run_1/m1.png
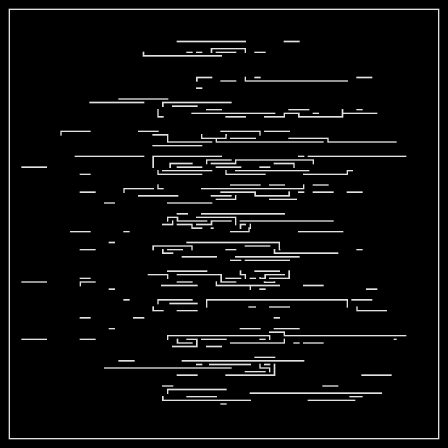
run_1/m2.png
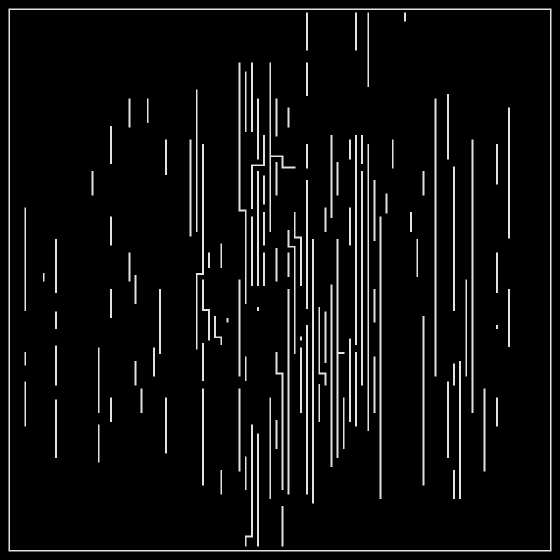
run_1/m3.png
Scale bar: 10 µm. Cells faint in the background.
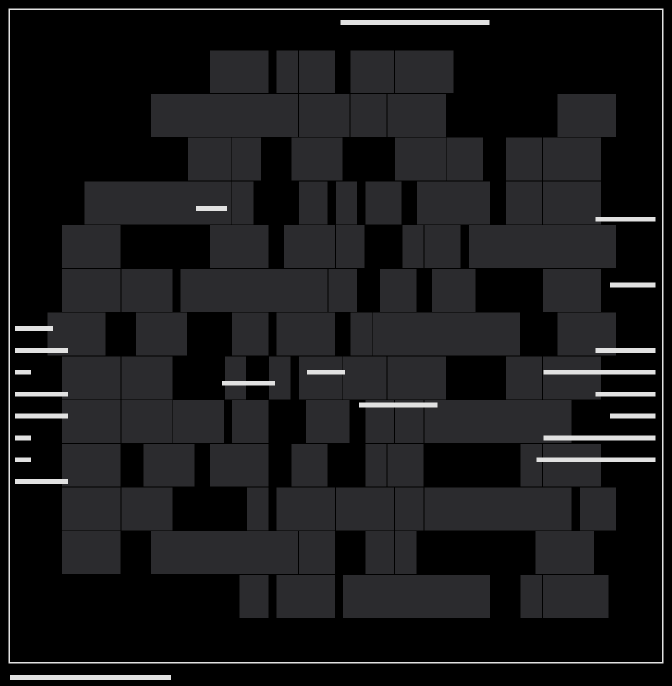
$ cat src/rtl/parity_stream_gen.sv
// ---------------------------------------------------------------------------
// parity_stream_gen
//
// Accumulates parity over a frame of WIDTH-bit words received on a
// valid/ready stream and presents the frame's even/odd parity bits, the word
// count and an overflow flag on a held valid/ready result handshake.
// A frame ends on in_last or, at the latest, on its MAX_WORDS-th word.
//
// Optional build macro: PARITY_CHECK_EN
//   Adds exp_parity (sampled with the terminating beat) and parity_err
//   (result parity differs from the expected bit while the result is shown).
//
// Ports:
//   clk          clock, rising edge
//   rst          asynchronous active-high reset
//   in_valid     input word present
//   in_ready     block can accept a word (low in DONE and during reset)
//   in_data      input word, WIDTH bits
//   in_last      final word of frame, qualified by in_valid
//   out_valid    frame result available
//   out_ready    consumer accepts the result
//   parity_even  XOR of all frame bits
//   parity_odd   inverse of parity_even
//   word_count   words in frame, $clog2(MAX_WORDS+1) bits
//   overflow     frame was ended by MAX_WORDS rather than by in_last
//   exp_parity   (PARITY_CHECK_EN) expected even parity for the frame
//   parity_err   (PARITY_CHECK_EN) result parity mismatch
// ---------------------------------------------------------------------------
module parity_stream_gen #(
    parameter int WIDTH     = 8,
    parameter int MAX_WORDS = 16,
    localparam int CW       = $clog2(MAX_WORDS + 1)
) (
    input  logic             clk,
    input  logic             rst,
    input  logic             in_valid,
    output logic             in_ready,
    input  logic [WIDTH-1:0] in_data,
    input  logic             in_last,
    output logic             out_valid,
    input  logic             out_ready,
    output logic             parity_even,
    output logic             parity_odd,
    output logic [CW-1:0]    word_count,
    output logic             overflow
`ifdef PARITY_CHECK_EN
    ,
    input  logic             exp_parity,
    output logic             parity_err
`endif
);

    typedef enum logic [1:0] {
        S_IDLE  = 2'b00,
        S_ACCUM = 2'b01,
        S_DONE  = 2'b10
    } state_t;

    localparam logic [CW-1:0] MAX_CNT = CW'(MAX_WORDS);

    // Reduction parity of one input word.
    function automatic logic word_parity(input logic [WIDTH-1:0] w);
        return ^w;
    endfunction

    state_t          state_q, state_d;
    logic            acc_q, acc_d;
    logic [CW-1:0]   cnt_q, cnt_d;
    logic            ovf_q, ovf_d;

    logic            accept_s;
    logic            acc_base_s;
    logic [CW-1:0]   cnt_base_s;
    logic [CW-1:0]   cnt_inc_s;
    logic            hit_max_s;
    logic            term_s;

    // in_ready is forced low while rst is held so no beat is offered during reset.
    assign in_ready  = !rst && (state_q != S_DONE);
    assign accept_s  = in_valid && in_ready;

    // A fresh frame starts from zero regardless of leftover register contents.
    assign acc_base_s = (state_q == S_IDLE) ? 1'b0 : acc_q;
    assign cnt_base_s = (state_q == S_IDLE) ? {CW{1'b0}} : cnt_q;
    assign cnt_inc_s  = cnt_base_s + CW'(1);
    assign hit_max_s  = (cnt_inc_s == MAX_CNT);
    assign term_s     = accept_s && (in_last || hit_max_s);

    // Next-state and datapath update for the frame FSM.
    always_comb begin
        state_d = state_q;
        acc_d   = acc_q;
        cnt_d   = cnt_q;
        ovf_d   = ovf_q;
        case (state_q)
            S_IDLE, S_ACCUM: begin
                if (accept_s) begin
                    acc_d = acc_base_s ^ word_parity(in_data);
                    cnt_d = cnt_inc_s;
                    if (term_s) begin
                        state_d = S_DONE;
                        ovf_d   = hit_max_s && !in_last;
                    end else begin
                        state_d = S_ACCUM;
                        ovf_d   = 1'b0;
                    end
                end else begin
                    state_d = state_q;
                end
            end
            S_DONE: begin
                if (out_ready) begin
                    state_d = S_IDLE;
                    acc_d   = 1'b0;
                    cnt_d   = {CW{1'b0}};
                    ovf_d   = 1'b0;
                end else begin
                    state_d = S_DONE;
                end
            end
            default: begin
                state_d = S_IDLE;
                acc_d   = 1'b0;
                cnt_d   = {CW{1'b0}};
                ovf_d   = 1'b0;
            end
        endcase
    end

    // State and datapath registers.
    always_ff @(posedge clk or posedge rst) begin
        if (rst) begin
            state_q <= S_IDLE;
            acc_q   <= 1'b0;
            cnt_q   <= {CW{1'b0}};
            ovf_q   <= 1'b0;
        end else begin
            state_q <= state_d;
            acc_q   <= acc_d;
            cnt_q   <= cnt_d;
            ovf_q   <= ovf_d;
        end
    end

    // Result fields are register values gated by the DONE decode, so they
    // read zero whenever no result is being offered.
    assign out_valid   = (state_q == S_DONE);
    assign parity_even = out_valid && acc_q;
    assign parity_odd  = out_valid && !acc_q;
    assign word_count  = out_valid ? cnt_q : {CW{1'b0}};
    assign overflow    = out_valid && ovf_q;

`ifdef PARITY_CHECK_EN
    logic exp_q;

    // Capture the expected parity with the terminating beat; clear on handshake.
    always_ff @(posedge clk or posedge rst) begin
        if (rst) begin
            exp_q <= 1'b0;
        end else if (term_s) begin
            exp_q <= exp_parity;
        end else if (out_valid && out_ready) begin
            exp_q <= 1'b0;
        end else begin
            exp_q <= exp_q;
        end
    end

    assign parity_err = out_valid && (exp_q != acc_q);
`endif

endmodule

$ cat config.mk
export PLATFORM = sky130hd
export DESIGN_NAME = parity_stream_gen
export DESIGN_NICKNAME = d
export VERILOG_FILES = /design/src/rtl/parity_stream_gen.sv
export SDC_FILE = /design/constraint.sdc
export NUM_CORES = 1
export LEC_CHECK = 0
export CAP_MARGIN = 0
export CORE_MARGIN = 2
export CORE_UTILIZATION = 44
export CTS_CLUSTER_DIAMETER = 120
export DETAILED_ROUTE_END_ITERATION = 8
export GPL_TIMING_DRIVEN = 0
export HOLD_SLACK_MARGIN = 0.08
export PLACE_DENSITY = 0.81
export SYNTH_ARGS = -nofsm -noshare
export SYNTH_HDL_FRONTEND = slang
export SYNTH_SLANG_ARGS = --single-unit
$ cat constraint.sdc
create_clock -name clk -period 3.4 [get_ports clk]
set_input_delay 0.68 -clock clk [delete_from_list [all_inputs] [get_ports clk]]
set_output_delay 0.68 -clock clk [all_outputs]
set_load 0.03 [all_outputs]
==> run notes, run 1 <==
Detailed routing
* 0 — post-route DRC violation count
* met4 — highest metal layer with signal wires

Critical path
* 0.67 ns — delay of the slowest critical-path stage
* nand2b_1 > inv_1 > and2_1 > clkdlybuf4s50_1 — worst path cell trace
* 7 — cells on worst reg2reg path
* word_count[4] — end of the critical path

Cells and area
* 0.0308 — clock distribution area overhead in the final layout
* 0 — Ant. Diodes
* cnt_q — Reg with most FFs
* 2 — count of inverters other than clock inverters in the layout
* multi-input combinational cells — Area-dominant class
* 4 — number of clock buffers in the layout
* 853 µm² — Layout Cell Area excl Fill
* 105 — Final #Nets

Clock network
* 0 — setup fix buffers added after clock tree synthesis
* 1 — CTS H-tree depth

Power and ir drop
* 0.314 — switching share of power
* 0.0978 mW — switching power
* 0.308 — share of total power in combinational logic
* 365 nW/µm² — power density over cell area
* 0.0960 mW — Comb. pwr
* 0.206 mV — Worst IR Drop VDD

Synthesis
* 0.383 — register area share after synthesis
* 9.19 µm² — per-instance average area after synthesis
* 25 — post-synthesis cell type count
* 0 — fraction of synthesized area in multiplexers
* 64 — cell count after synthesis

Final timing
* 0.773 ns — worst-case setup margin in the final layout
* 0 — Slew Viols, Final
* 0.709 — Rel. slew slack
* 0 — Final Setup Violations

Worst hold path
* 1 — cell depth of the worst hold path

Floorplan
* 15 — Tap Cells

Place
* 827 µm² — cell area after placement
* 101 — placed cells

Outcome
* complete, no violations — outcome

About m1.png:
longest straight run: 13.3 µm
wire length on this layer: 550 µm
main direction: horizontal
share of all routed wire: 42%
nets with wire on the layer: 86

About m2.png:
share of all routed wire: 50%
longest straight run: 21.4 µm
main direction: vertical

About m3.png:
main direction: horizontal
nets with wire on the layer: 19
wire length on this layer: 72.2 µm

--- run 2 (diff from run 1) ---
CORE_UTILIZATION = 41   (was 44)
PLACE_DENSITY = 0.76   (was 0.81)
clock period = 2.56 ns   (was 3.4 ns; I/O delays follow)
==> run 2 against run 1 <==
Combinational power grew 31%. Critical path type unchanged. Sequential cell count unchanged. First-iteration DRC count is 57% lower. Clock skew rose by 0.0031 ns. Synthesized cell count did not move. Global-route usage is 5.0 points lower. Die area grew 6.6%. Largest power group unchanged.
==> run notes, run 2 <==
Synthesis
* 64 — cell count after synthesis, unchanged
* 0.383 — register area share after synthesis, unchanged
* 9.19 µm² — per-instance average area after synthesis, unchanged
* 25 — post-synthesis cell type count, unchanged
* 0 — fraction of synthesized area in multiplexers, unchanged

Place
* 827 µm² — cell area after placement, unchanged
* 101 — placed cells, unchanged

Floorplan
* 15 — Tap Cells, unchanged

Power and ir drop
* 0.312 — switching share of power, -0.00141
* 479 nW/µm² — power density over cell area, +31%
* 0.246 mV — Worst IR Drop VDD, +19%
* 0.126 mW — Comb. pwr, +31%
* 0.129 mW — switching power, +32%
* 0.306 — share of total power in combinational logic, -0.002

Cells and area
* cnt_q — Reg with most FFs
* 863 µm² — Layout Cell Area excl Fill, +1.2%
* 2 — count of inverters other than clock inverters in the layout, unchanged
* multi-input combinational cells — Area-dominant class
* 0.0304 — clock distribution area overhead in the final layout, -0.000357
* 4 — number of clock buffers in the layout, unchanged

Final timing
* 0.105 ns — worst-case setup margin in the final layout, -0.668 ns
* 0 — Slew Viols, Final, unchanged
* 0.686 — Rel. slew slack, -0.0226

Critical path
* overflow — end of the critical path
* nand2b_1 > inv_1 > and2_1 > clkdlybuf4s50_1 — worst path cell trace
* 0.66 ns — delay of the slowest critical-path stage, about the same
* 7 — cells on worst reg2reg path, unchanged

Detailed routing
* 0 — post-route DRC violation count, unchanged
* met4 — highest metal layer with signal wires

Worst hold path
* 1 — cell depth of the worst hold path, unchanged

Outcome
* complete, no violations — outcome

Clock network
* 1 — CTS H-tree depth, unchanged

run_2/ff_map.png
Scale bar: 10 µm. Other sequential cells in the stronger gray, the rest of the logic in the fainter gray.
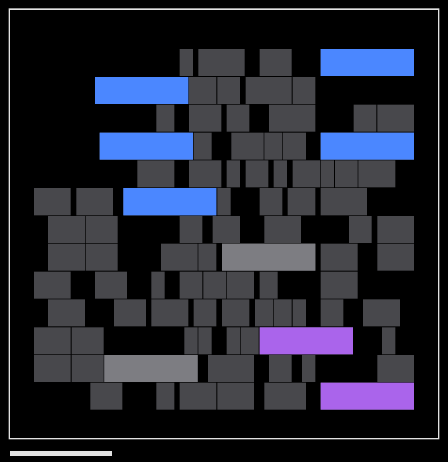
[blue] cnt_q | flops: 5
[purple] state_q | flops: 2
not colored: 2

run_2/congestion_map.png
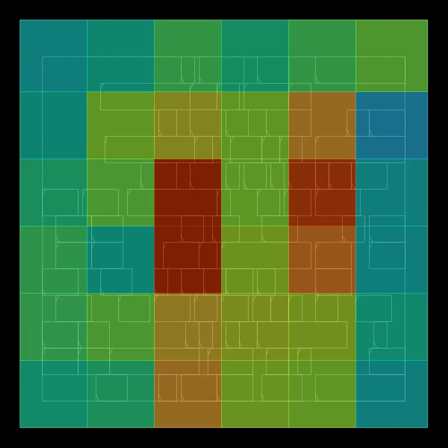
GR Util met2: 0.266
aggregate global-route resource usage: 0.164
busiest metal layer after global routing: met2
post-route core utilization: 0.655
average detailed-routed wire length per instance: 12.0 µm

Power figures rest on the tool's default switching activity, not on a simulated workload.
